[src/rtl/fsm_lock_pkg.sv]
// Shared state encodings and key helpers for the parametrised password lock.
package fsm_lock_pkg;

    typedef logic [1:0] state_t;

    localparam state_t ST_ENTRY    = 2'd0;
    localparam state_t ST_UNLOCKED = 2'd1;
    localparam state_t ST_PROGRAM  = 2'd2;
    localparam state_t ST_LOCKOUT  = 2'd3;

    localparam int unsigned MAX_KEY_W = 256;

    // Digit i of a packed key; digit 0 sits in the most significant position.
    function automatic logic [31:0] key_digit(input logic [MAX_KEY_W-1:0] key,
                                              input int unsigned len,
                                              input int unsigned dig_w,
                                              input int unsigned i);
        logic [MAX_KEY_W-1:0] mask;
        logic [MAX_KEY_W-1:0] sh;
        mask = (MAX_KEY_W'(1) << dig_w) - MAX_KEY_W'(1);
        sh   = key >> ((len - 1 - i) * dig_w);
        return 32'(sh & mask);
    endfunction

endpackage

[src/rtl/fsm_lock_keyram.sv]
// Key storage: P_LEN digits, reset-loaded from P_KEY, one write port and one async read port.
module fsm_lock_keyram
    import fsm_lock_pkg::*;
#(
    parameter int unsigned P_DIG_W = 4,
    parameter int unsigned P_LEN   = 7,
    parameter logic [P_LEN*P_DIG_W-1:0] P_KEY = 28'h3044238
) (
    input  logic                       clk,
    input  logic                       rst,
    input  logic                       we,
    input  logic [$clog2(P_LEN)-1:0]   idx,
    input  logic [P_DIG_W-1:0]         wdata,
    output logic [P_DIG_W-1:0]         rd_data_c
);

    logic [P_DIG_W-1:0] mem [P_LEN];

    always_ff @(posedge clk or posedge rst) begin
        if (rst) begin
            for (int unsigned i = 0; i < P_LEN; i++) begin
                mem[i] <= P_DIG_W'(key_digit(MAX_KEY_W'(P_KEY), P_LEN, P_DIG_W, i));
            end
        end else if (we) begin
            mem[idx] <= wdata;
        end
    end

    assign rd_data_c = (32'(idx) < P_LEN) ? mem[idx] : '0;

endmodule

[src/rtl/fsm_lock_param.sv]
// Parametrised digit lock: entry with thermometer progress, key reprogramming,
// failed-attempt counting with timed lockout, and explicit relock.
module fsm_lock_param
    import fsm_lock_pkg::*;
#(
    parameter int unsigned P_DIG_W    = 4,
    parameter int unsigned P_LEN      = 7,
    parameter logic [P_LEN*P_DIG_W-1:0] P_KEY = 28'h3044238,
    parameter int unsigned P_MAX_FAIL = 3,
    parameter int unsigned P_LOCKOUT  = 16
) (
    input  logic                              clk,
    input  logic                              i_Rst,
    input  logic                              i_CE,
    input  logic                              i_set_data,
    input  logic [P_DIG_W-1:0]                iv_data,
    input  logic                              i_relock,
    input  logic                              i_prog,
    output logic [P_LEN-1:0]                  o_acknowledge,
    output logic                              o_unlocked,
    output logic                              o_prog_active,
    output logic                              o_locked_out,
    output logic [$clog2(P_MAX_FAIL+1)-1:0]   ov_fail_cnt
);

    localparam int unsigned IDX_W  = $clog2(P_LEN);
    localparam int unsigned FAIL_W = $clog2(P_MAX_FAIL + 1);
    localparam int unsigned TMR_W  = $clog2(P_LOCKOUT + 1);
    localparam logic [IDX_W-1:0] IDX_LAST = IDX_W'(P_LEN - 1);

    state_t              state, state_nxt;
    logic [IDX_W-1:0]    idx, idx_nxt;
    logic [P_LEN-1:0]    ack_nxt;
    logic [FAIL_W-1:0]   fail_nxt;
    logic [TMR_W-1:0]    timer, timer_nxt;
    logic                key_we_c;
    logic [P_DIG_W-1:0]  key_rd_c;
    logic                digit_c;

    assign digit_c = i_CE && !i_set_data;

    fsm_lock_keyram #(
        .P_DIG_W (P_DIG_W),
        .P_LEN   (P_LEN),
        .P_KEY   (P_KEY)
    ) u_keyram (
        .clk       (clk),
        .rst       (i_Rst),
        .we        (key_we_c),
        .idx       (idx),
        .wdata     (iv_data),
        .rd_data_c (key_rd_c)
    );

    // State and registered outputs.
    always_ff @(posedge clk or posedge i_Rst) begin
        if (i_Rst) begin
            state         <= ST_ENTRY;
            idx           <= '0;
            timer         <= '0;
            o_acknowledge <= '0;
            ov_fail_cnt   <= '0;
            o_unlocked    <= 1'b0;
            o_prog_active <= 1'b0;
            o_locked_out  <= 1'b0;
        end else begin
            state         <= state_nxt;
            idx           <= idx_nxt;
            timer         <= timer_nxt;
            o_acknowledge <= ack_nxt;
            ov_fail_cnt   <= fail_nxt;
            o_unlocked    <= (state_nxt == ST_UNLOCKED);
            o_prog_active <= (state_nxt == ST_PROGRAM);
            o_locked_out  <= (state_nxt == ST_LOCKOUT);
        end
    end

    // Next-state logic; with i_CE low every register holds.
    always_comb begin
        state_nxt = state;
        idx_nxt   = idx;
        ack_nxt   = o_acknowledge;
        fail_nxt  = ov_fail_cnt;
        timer_nxt = timer;
        key_we_c  = 1'b0;
        if (i_CE) begin
            case (state)
                ST_ENTRY: begin
                    if (digit_c) begin
                        if (iv_data == key_rd_c) begin
                            ack_nxt[idx] = 1'b1;
                            if (idx == IDX_LAST) begin
                                state_nxt = ST_UNLOCKED;
                                idx_nxt   = '0;
                                fail_nxt  = '0;
                                ack_nxt   = '1;
                            end else begin
                                idx_nxt = idx + IDX_W'(1);
                            end
                        end else begin
                            ack_nxt = '0;
                            idx_nxt = '0;
                            // Reaching the limit freezes the count until the lockout expires.
                            if (ov_fail_cnt == FAIL_W'(P_MAX_FAIL - 1)) begin
                                state_nxt = ST_LOCKOUT;
                                fail_nxt  = FAIL_W'(P_MAX_FAIL);
                                timer_nxt = TMR_W'(P_LOCKOUT);
                            end else begin
                                fail_nxt = ov_fail_cnt + FAIL_W'(1);
                            end
                        end
                    end
                end
                ST_UNLOCKED: begin
                    ack_nxt = '1;
                    if (i_relock) begin
                        state_nxt = ST_ENTRY;
                        ack_nxt   = '0;
                        idx_nxt   = '0;
                    end else if (i_prog) begin
                        state_nxt = ST_PROGRAM;
                        ack_nxt   = '0;
                        idx_nxt   = '0;
                    end
                end
                ST_PROGRAM: begin
                    if (i_relock) begin
                        state_nxt = ST_ENTRY;
                        ack_nxt   = '0;
                        idx_nxt   = '0;
                    end else if (digit_c) begin
                        key_we_c     = 1'b1;
                        ack_nxt[idx] = 1'b1;
                        if (idx == IDX_LAST) begin
                            state_nxt = ST_ENTRY;
                            ack_nxt   = '0;
                            idx_nxt   = '0;
                        end else begin
                            idx_nxt = idx + IDX_W'(1);
                        end
                    end
                end
                ST_LOCKOUT: begin
                    ack_nxt = '0;
                    idx_nxt = '0;
                    if (timer <= TMR_W'(1)) begin
                        state_nxt = ST_ENTRY;
                        timer_nxt = '0;
                        fail_nxt  = '0;
                    end else begin
                        timer_nxt = timer - TMR_W'(1);
                    end
                end
                default: begin
                    state_nxt = ST_ENTRY;
                    idx_nxt   = '0;
                    ack_nxt   = '0;
                    fail_nxt  = '0;
                    timer_nxt = '0;
                end
            endcase
        end
    end

endmodule

[config.mk]
export PLATFORM = sky130hd
export DESIGN_NAME = fsm_lock_param
export DESIGN_NICKNAME = d
export VERILOG_FILES = /design/src/rtl/fsm_lock_pkg.sv /design/src/rtl/fsm_lock_keyram.sv /design/src/rtl/fsm_lock_param.sv
export SDC_FILE = /design/constraint.sdc
export NUM_CORES = 1
export LEC_CHECK = 0
export CAP_MARGIN = 10
export CORE_ASPECT_RATIO = 0.6
export CORE_MARGIN = 2
export CORE_UTILIZATION = 56
export CTS_BUF_LIST = sky130_fd_sc_hd__clkbuf_4 sky130_fd_sc_hd__clkbuf_8
export DETAILED_ROUTE_END_ITERATION = 6
export PLACE_DENSITY = 0.88
export SYNTH_ARGS = -nofsm -noshare
export SYNTH_HDL_FRONTEND = slang
export SYNTH_SLANG_ARGS = --single-unit
[constraint.sdc]
create_clock -name clk -period 3.2 [get_ports clk]
set_input_delay 0.32 -clock clk [delete_from_list [all_inputs] [get_ports clk]]
set_output_delay 0.32 -clock clk [all_outputs]
set_load 0.02 [all_outputs]
Fig. 1: met4 routing
Drawn at 6 px/um. Supply wires on this layer in gray.
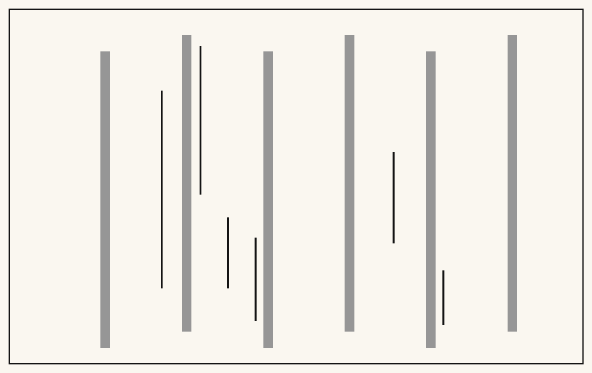
wire length on this layer: 106 um
main direction: vertical
share of all routed wire: 1.6%
nets with wire on the layer: 5
longest straight run: 32.6 um
detailed-route via count: 2271
wire length after detailed routing: 6500 um

Fig. 2: a small window of the routed layout
Window x 33 to 63, y 3 to 33 um. Cells in gray, sequential cells in the stronger gray; small squares are vias.
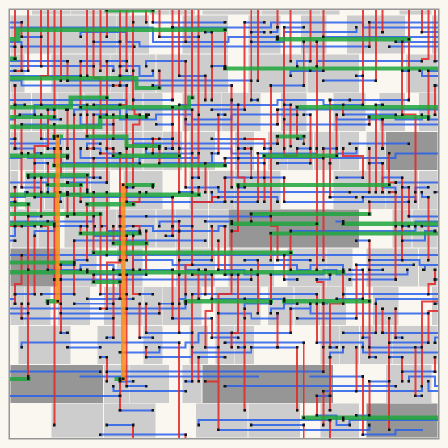
| layer | color |
|---|---|
| M2 | red |
| M4 | orange |
| M1 | blue |
| M3 | green |
cells with their middle in the window: 100
most frequent: nand2_1 (15), nor2_1 (13), a21oi_1 (12)
netlist names of flops here include: timer (2)
sequential cells in the window: 4

==> impl_summary.log <==
[flow] final metrics
INFO  metric gr_met2_demand_resource = 0.352
INFO  metric io_buffer_count = 21
INFO  metric outcome = finished clean
INFO  metric cp_cell_sequence = nor2b_1, and3_1, a211oi_2, xnor2_1, nor4_4, buf_4, o211ai_1, a21oi_1
INFO  metric clock_tree.htree_level_count = 2
INFO  metric timing.max_slew.rel_slack = 0.322
INFO  metric die_y = 58.8 um
INFO  metric grt_setup_unrepaired = false
INFO  metric power.largest_group = combinational logic
INFO  metric worst_setup_path_startpoint = idx[0]
INFO  metric setup_viol = 0
INFO  metric synth.cellmix.adderShare = 0.0134
INFO  metric drtPass1Iterations = 5
INFO  metric number_of_well_tap_cells_placed = 63
INFO  metric reg2reg_from = idx[0]
INFO  metric worstHoldEndpoint = o_acknowledge[2]
INFO  metric pwr.group.clock = approximately 460 uW
INFO  metric sw_frac_of_total = 0.391
INFO  metric seq_area_frac = 0.400
INFO  metric flop-count = about 50
INFO  metric worst_path_largest_cell_delay = 780 ps
INFO  metric report.final.slew_viol_count = 0
INFO  metric drive_above_1_share = 0.208
INFO  metric io_pins = 22
INFO  metric finalCritPeriodShare = 0.912
INFO  metric most_frequent_logic_cells_in_the_routed_design = sky130_fd_sc_hd__dfrtp_1, sky130_fd_sc_hd__mux2_2, sky130_fd_sc_hd__nand2_1
INFO  metric num-nonclk-buffers = 25
Fig. 3: routing congestion
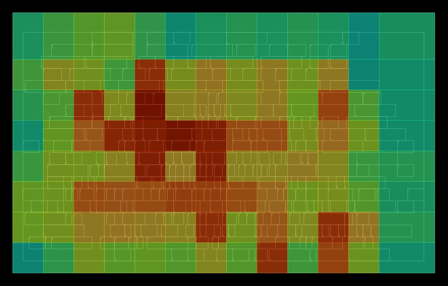
routed wire length per instance: 18.0 um
global routing usage summed across all routing layers: 0.256
final core utilization: 0.673

Fig. 4: routed metal per tile
Drawn at 4 px/um. The die is cut into 19 by 12 equal tiles; white is low, dark blue is high, scaled to the fullest tile. Values are wire area over tile area, all layers added.
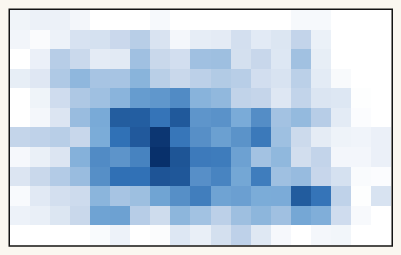
densest ninth of the die: center
nearly empty tiles: 17%
fullest tile: 0.69
mean over tiles: 0.19
tiles over half the peak: 20%
emptiest ninth of the die: north-east

[flip-flops by register name, indices dropped and copies added, names as in the netlist]
signal	count
idx	3
o_acknowledge	7
o_locked_out	1
o_prog_active	1
o_unlocked	1
ov_fail_cnt	2
state	2
timer	5
u_keyram.mem	28
[critical path: cells and delay by family (launching register included)]
kind / cells / cell delay (ps)
AOI/OAI and AO/OA: 3 / 330
xor gates and xnor gates: 1 / 170
buffers and inverters: 1 / 280
DFF: 1 / 780
and+or+nand+nor: 3 / 1270
[metrics by stage]
step	cells	hold slack (ps)	worst slack [ps]	instance area, um^2	util
2_1_floorplan	277	470	962	2810	-
3_3_place_gp	353	490	475	3040	0.649
3_5_place_dp	353	492	424	3040	0.649
4_1_cts	361	517	390	3150	0.673
5_1_grt	361	532	170	3150	0.673
6_report	361	508	281	3150	0.673
